Local utilization:
Bar = 50 um. The die is cut into 16 by 16 equal tiles; black is low, pale yellow is high, 0 to 100% covered.
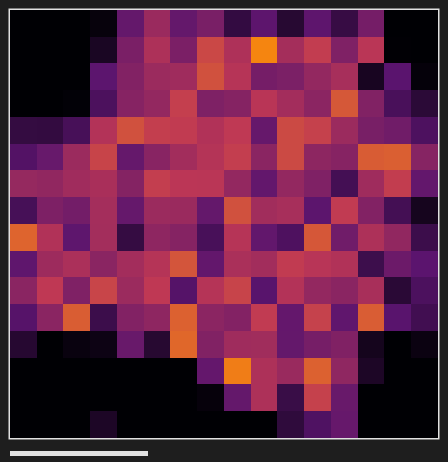
Met2 routing:
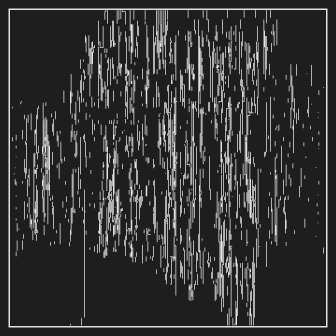
The metal 1 layer:
Bar = 50 um.
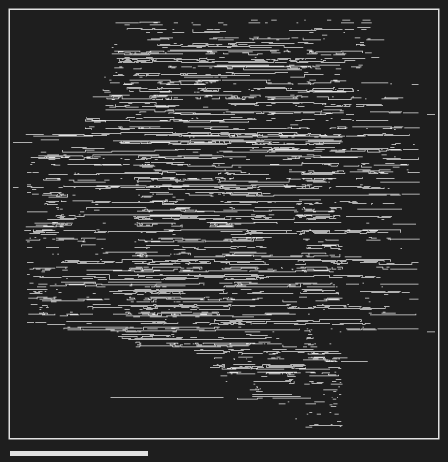
Routed metal per tile:
Bar = 50 um. The die is cut into 31 by 31 equal tiles; black is low, pale yellow is high, scaled to the fullest tile. Values are wire area over tile area, all layers added.
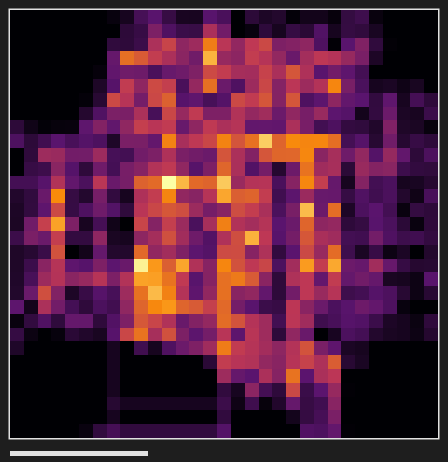
===== src/rtl/mult_pkg.sv =====
// Shared constants for the sequential multiplier family: FSM state encoding
// and the default operand width.
package mult_pkg;

  // 2-bit state encoding kept as plain constants so older blocks can share it
  localparam logic [1:0] S_IDLE = 2'd0;
  localparam logic [1:0] S_RUN  = 2'd1;
  localparam logic [1:0] S_FIX  = 2'd2;
  localparam logic [1:0] S_DONE = 2'd3;

  localparam int MULT_W_DEF = 16;

endpackage : mult_pkg


===== src/rtl/mult_seq_counter.sv =====
// Iteration counter for the shift-add multiplier: loads the iteration count,
// decrements once per step and flags the last step and the exhausted state.
module mult_seq_counter #(
  parameter int CNT_W = 5
) (
  input  logic             clk,
  input  logic             rst_n,
  input  logic             load,
  input  logic [CNT_W-1:0] load_val,
  input  logic             dec,
  output logic             last,
  output logic             zero
);

  logic [CNT_W-1:0] cnt_q;

  // Load wins over decrement; never wrap below zero
  always_ff @(posedge clk or negedge rst_n) begin
    // NOTE: state registers use non-blocking assignments so every flop samples pre-edge values.
    if (!rst_n) begin
      cnt_q <= '0;
    end else if (load) begin
      cnt_q <= load_val;
    end else if (dec && !zero) begin
      cnt_q <= cnt_q - CNT_W'(1);
    end
  end

  assign last = (cnt_q == CNT_W'(1));
  assign zero = (cnt_q == '0);

endmodule : mult_seq_counter


===== src/rtl/mult_seq_param.sv =====
// Parametrised sequential shift-add multiplier (unsigned or two's-complement).
// Operands are reduced to magnitudes, multiplied one bit per cycle, then the
// sign is re-applied in a single fix-up cycle before Done pulses.
module mult_seq_param
  import mult_pkg::*;
#(
  parameter int W = MULT_W_DEF,
  localparam int CNT_W = $clog2(W + 1)
) (
  input  logic           Clk,
  input  logic           Reset,
  input  logic           St,
  input  logic           Signed,
  input  logic           Abort,
  input  logic [W-1:0]   Multiplicando,
  input  logic [W-1:0]   Multiplicador,
  output logic           Idle,
  output logic           Busy,
  output logic           Done,
  output logic [2*W-1:0] Produto
);

  logic [1:0]     state_q, state_d;
  logic           neg_q;
  logic [W-1:0]   mcand_q;
  logic [2*W:0]   acc_q;
  logic [2*W-1:0] produto_q;

  logic           start, step, cnt_last, cnt_zero;
  logic [W-1:0]   abs_a, abs_b;
  logic [W:0]     sum, upper;

  // Magnitudes; -2^(W-1) maps onto 2^(W-1), which is still exact as unsigned W bits
  assign abs_a = (Signed && Multiplicando[W-1]) ? -Multiplicando : Multiplicando;
  assign abs_b = (Signed && Multiplicador[W-1]) ? -Multiplicador : Multiplicador;

  assign start = (state_q == S_IDLE) && St;
  assign step  = (state_q == S_RUN) && !cnt_zero;

  // W+1-bit partial sum keeps the carry in ACC[2W]
  assign sum   = {1'b0, acc_q[2*W-1:W]} + {1'b0, mcand_q};
  assign upper = acc_q[0] ? sum : acc_q[2*W:W];

  mult_seq_counter #(
    .CNT_W (CNT_W)
  ) u_counter (
    .clk      (Clk),
    .rst_n    (Reset),
    .load     (start),
    .load_val (CNT_W'(W)),
    .dec      (step),
    .last     (cnt_last),
    .zero     (cnt_zero)
  );

  // Next-state logic; Abort only matters while an operation is in flight
  always_comb begin
    // NOTE: default assignment first so no path leaves state_d unassigned (no latch).
    state_d = state_q;
    case (state_q)
      S_IDLE: if (St) state_d = S_RUN;
      S_RUN: begin
        if (Abort)                      state_d = S_IDLE;
        else if (cnt_last || cnt_zero)  state_d = S_FIX;
      end
      S_FIX:  state_d = Abort ? S_IDLE : S_DONE;
      S_DONE: state_d = S_IDLE;
      default: state_d = S_IDLE;
    endcase
  end

  // State register
  always_ff @(posedge Clk or negedge Reset) begin
    if (!Reset) state_q <= S_IDLE;
    else        state_q <= state_d;
  end

  // Datapath: latch operands on accept, shift-add while running, publish in FIX
  always_ff @(posedge Clk or negedge Reset) begin
    if (!Reset) begin
      neg_q     <= 1'b0;
      mcand_q   <= '0;
      acc_q     <= '0;
      produto_q <= '0;
    end else begin
      if (start) begin
        neg_q   <= Signed & (Multiplicando[W-1] ^ Multiplicador[W-1]);
        mcand_q <= abs_a;
        acc_q   <= {{(W+1){1'b0}}, abs_b};
      end else if (step) begin
        acc_q <= {1'b0, upper, acc_q[W-1:1]};
      end
      // Produto changes only here, so partial products are never exposed
      if (state_q == S_FIX && !Abort) begin
        produto_q <= neg_q ? -acc_q[2*W-1:0] : acc_q[2*W-1:0];
      end
    end
  end

  assign Idle    = (state_q == S_IDLE);
  assign Busy    = (state_q == S_RUN) || (state_q == S_FIX);
  assign Done    = (state_q == S_DONE);
  assign Produto = produto_q;

endmodule : mult_seq_param


===== config.mk =====
export PLATFORM = sky130hd
export DESIGN_NAME = mult_seq_param
export DESIGN_NICKNAME = d
export VERILOG_FILES = /design/src/rtl/mult_pkg.sv /design/src/rtl/mult_seq_counter.sv /design/src/rtl/mult_seq_param.sv
export SDC_FILE = /design/constraint.sdc
export NUM_CORES = 1
export LEC_CHECK = 0
export CAP_MARGIN = 20
export CELL_PAD_IN_SITES_DETAIL_PLACEMENT = 1
export CELL_PAD_IN_SITES_GLOBAL_PLACEMENT = 1
export CORE_UTILIZATION = 25
export CTS_BUF_LIST = sky130_fd_sc_hd__clkbuf_2 sky130_fd_sc_hd__clkbuf_4 sky130_fd_sc_hd__clkbuf_8
export DETAILED_ROUTE_END_ITERATION = 10
export PLACE_DENSITY = 0.58
export REMOVE_ABC_BUFFERS = 1
export SYNTH_ARGS = -nofsm -noshare
export SYNTH_HDL_FRONTEND = slang
export SYNTH_HIERARCHICAL = 1
export SYNTH_SLANG_ARGS = --single-unit
export TNS_END_PERCENT = 20

===== constraint.sdc =====
create_clock -name Clk -period 2.66 [get_ports Clk]
set_input_delay 0.532 -clock Clk [delete_from_list [all_inputs] [get_ports Clk]]
set_output_delay 0.532 -clock Clk [all_outputs]
set_load 0.005 [all_outputs]

==> run notes <==
The DRC violation total left in the routed layout is recorded as 0. The script logs the mean routed wire length per placed instance as 15.6 um. The overall power after layout was 8.45 mW.

The worst hold margin is 0.173 ns, and the final global-route overflow total is 0. The data required time reported for the critical path is 2.94 ns. TritonCTS reports the number of clock sinks as 88. Per the layout report, the design carries 10 clock buffers. Non-clock inverters in the final layout number 29. By instance count after routing, the leading logic cell type is sky130_fd_sc_hd__nand2_1. As logged by OpenROAD, the buffers inserted on ports number 71. The chip occupies 24200 um2. The run gives 7190 um2 as the area of placed instances.

For the cell internal power dissipation, the log shows 4.59 mW. The number of antenna diodes in the final layout is 0. The critical path maximum fanout is 32.

The run gives 0.276 ns as the final setup slack of the worst path. The termination of the worst setup path was acc_q[31]$_DFFE_PN0P_. Looking at the clock tree report, the root buffer type is sky130_fd_sc_hd__clkbuf_8. For the area reported by Yosys stat, the log shows 5890 um2. Yosys reports that the most numerous cell types are sky130_fd_sc_hd__nand2_1, sky130_fd_sc_hd__dfrtp_1, sky130_fd_sc_hd__o21ai_0. The run gives 0 ns for the final setup TNS. For the completed layout, the total cell area is recorded as 7400 um2. The number of setup buffers added after CTS is 0.

VDD sags by at most 0.447 mV. For reference, the critical path cell chain is inv_1 > ha_1 > or4b_4 > inv_2 > nand2b_1 > buf_12 > nor2_1 > nand2_1 > o21ai_0 > a21o_1. For the placed wire-length estimate after detailed placement, the log shows 13300 um. The power consumed by the clock network came out at 1.04 mW.

72 I/O pins were placed. The and-or/or-and share of the synthesized area works out to 21.4%. The path class of the tightest hold or removal check is input port to asynchronous set/reset pin.

Largest net degree at the start of global routing: 65. After synthesis, flip-flops and latches occupy 37.4% of the total area. The highest-delay cell along the critical path is sky130_fd_sc_hd__or4b_4. The floorplan has 55 rows. The tools report the number of hold buffers added after CTS as 0. With the final critical-path required period at 2.38 ns, the count of maximum capacitance violations is 0. The clock transition at the registers of the reported paths was 0.09 ns; the non-filler instance count after layout was 1110. The relative area of clock buffers and inverters in the final design works out to 2.87%. STA classifies the critical path startpoint as a register. For this design, Yosys synthesis ends with a cell count of 705. With the violation count after the first detailed-routing iteration at 272, the share of flip-flops with an asynchronous set or reset is 100%. After detailed routing, the met3 layer carries 415 um of wire. STA lists the startpoint of the worst register-to-register path as u_counter/cnt_q[0]$_DFFE_PN0P_. With the horizontal die size at 156 um, the area share of the largest cell type after synthesis is 37.4%.

The run gives 0 as the quantity of gates resized following cts. Number of ordinary and repair buffers in the finished layout: 109. Die outline height: 156 um. The worst setup path is captured at a register. The run finished with clean final reports.

The script extracted a net switching power of 3.86 mW. After synthesis the netlist holds a flip-flop and latch count of 88. The clock tree synthesis step divided the H-tree into 3 levels. The run gives 8.36 um2 for the average cell area after synthesis. After its last routability iteration, the placer logged a weighted congestion of 0.758.

Per the final timing report, the hold violations number 0. The main area contributors are sky130_fd_sc_hd__dfrtp_1, sky130_fd_sc_hd__nand2_1, sky130_fd_sc_hd__xor2_1. The area-dominant cell class after layout was logic gates. Per the detail_route log, met2 wirelength is 7270 um. Maximum clock skew at final layout: 0.0104 ns. The pre-CTS setup check shows a worst slack of 0.0759 ns. TritonCTS built the clock tree.

By instance count, the leading cell after synthesis is sky130_fd_sc_hd__nand2_1. Ranking logic cells in the layout by count gives the top entries sky130_fd_sc_hd__nand2_1, sky130_fd_sc_hd__dfrtp_1, sky130_fd_sc_hd__o21ai_0. Dividing the final minimum period by the clock period gives 89.6%.

Clock power share: 12.3%. The number of flops mapped to enable cells by yosys was 0. Per the detail_route report, vias per standard cell equal 4.77. Non-clock buffering takes up 14.1% of total cell area after layout. Setup repair after global routing left no endpoint under its margin. The run gives 0 for the number of routed nets with antenna violations. Summing the areas of all fa, ha and maj instances in the mapped netlist gives 5.65% of the synthesized area.

For this run, the number of Yosys warnings is 6. For the floorplan-stage core utilization, the log shows 25.8%. The skew report gives the latency at the later pin of the worst-skew pair as 0.38 ns. Per the layout area report, the combinational fraction of cell area is 46.5%. The clock passes through at most 2 buffers. The netlist area before placement was 5890 um2. Cells fill 32.4% of the core in the end.

Of all power groups, the one with the highest power is combinational logic. For this run, the slowest stage of the critical path takes 0.52 ns. Summing the areas of all xor and xnor instances in the mapped netlist gives 9.22% of the synthesized area. Across every metal layer, demand over resource in global routing totals 15.2%. The capturing point of the worst reg2reg path was acc_q[31]$_DFFE_PN0P_.

The first global-routing pass estimated 29100 um of wire. The run gives 2200 um2 as the register area. The portion of total power attributed to sequential cells is 30.9%. The synthesis run shows multiplexers occupying 0.680% of the cell area. The sequential power was 2.61 mW; the arrival time of the worst setup path was 2.66 ns.

The worst register-to-register path has a setup slack of 0.28 ns. Most utilized layer in the global route result: met1. Registers represent a cell area share of 29.7%. The power of the combinational group was 4.79 mW. In this run, the synthesized area fraction spent on and/or/nand/nor cells is recorded as 21.1%.

Per the placement report, the placed cell count is 1094. In the final design database the tool counted 855 nets. The static leakage was 3.12 nW. Combinational cells account for 56.8% of the total power. The dominant combinational cell family by area after synthesis was AND-OR/OR-AND gates.

The share of post-route cells with drive strength above 1 came out at 8.91%. In the log, the iteration count for the first detailed-route pass is 4. The leading area contributor after synthesis was sky130_fd_sc_hd__dfrtp_1.

The multi-input combinational cell area is 3440 um2, and the number of unique standard cell types used by synthesis is 61. The highest metal layer with signal wires is met4. In this build the clock could be raised as far as 420 MHz. The flip-flop cell with the highest count after synthesis is sky130_fd_sc_hd__dfrtp_1. The script computed a power per unit cell area of 1140 nW/um2. Critical setup path kind: register to register. For the pin with the worst max-slew slack, the measured transition is 0.674 ns. With the met1 wire length at 9390 um, the proportion of total power due to net switching is 45.7%. Core area: 22800 um2.

The number of clock buffers added by TritonCTS is 9. For this floorplan the total number of well-tap instances is 313. On the critical path the largest part of the delay comes from simple AND/OR/NAND/NOR gates. Per the layout report, the design carries 2746 filler cells. Per the post-run analysis, buffers plus inverters along the critical path come to 3.

The signed area change from the synthesized netlist to the final layout came out at 25.7%. According to the timing report, the critical path is launched from u_counter/cnt_q[0]$_DFFE_PN0P_. There are 88 flip-flops and latches.

For the final number of max-transition violations, the log shows 0. The via count of the first global-routing pass is 5397, and the routing usage on met3 is 1.56%. The final tally of setup violations is 0.

In this run the number of cells on the critical path is 10. Summing over the stages, the warning tally comes to 29.
Back to the opening pictures, 'local utilization':
emptiest ninth of the die: lower left
fullest tile: 73%
nearly empty tiles: 20%
mean over tiles: 29%

Back to the opening pictures, 'met2 routing':
longest straight run: 62.9 um
share of all routed wire: 42%
nets with wire on the layer: 675
wire length on this layer: 7270 um
global-route met2 utilization: 22.7%
wire length after detailed routing: 17300 um
count of vias placed by the detailed router: 5295

Back to the opening pictures, 'the metal 1 layer':
main direction: horizontal
longest straight run: 40.9 um
share of all routed wire: 54%
global-route met1 utilization: 22.8%

Back to the opening pictures, 'routed metal per tile':
densest ninth of the die: center
nearly empty tiles: 23%
tiles over half the peak: 15%
mean over tiles: 0.11

Power and IR drop assume default switching activity.
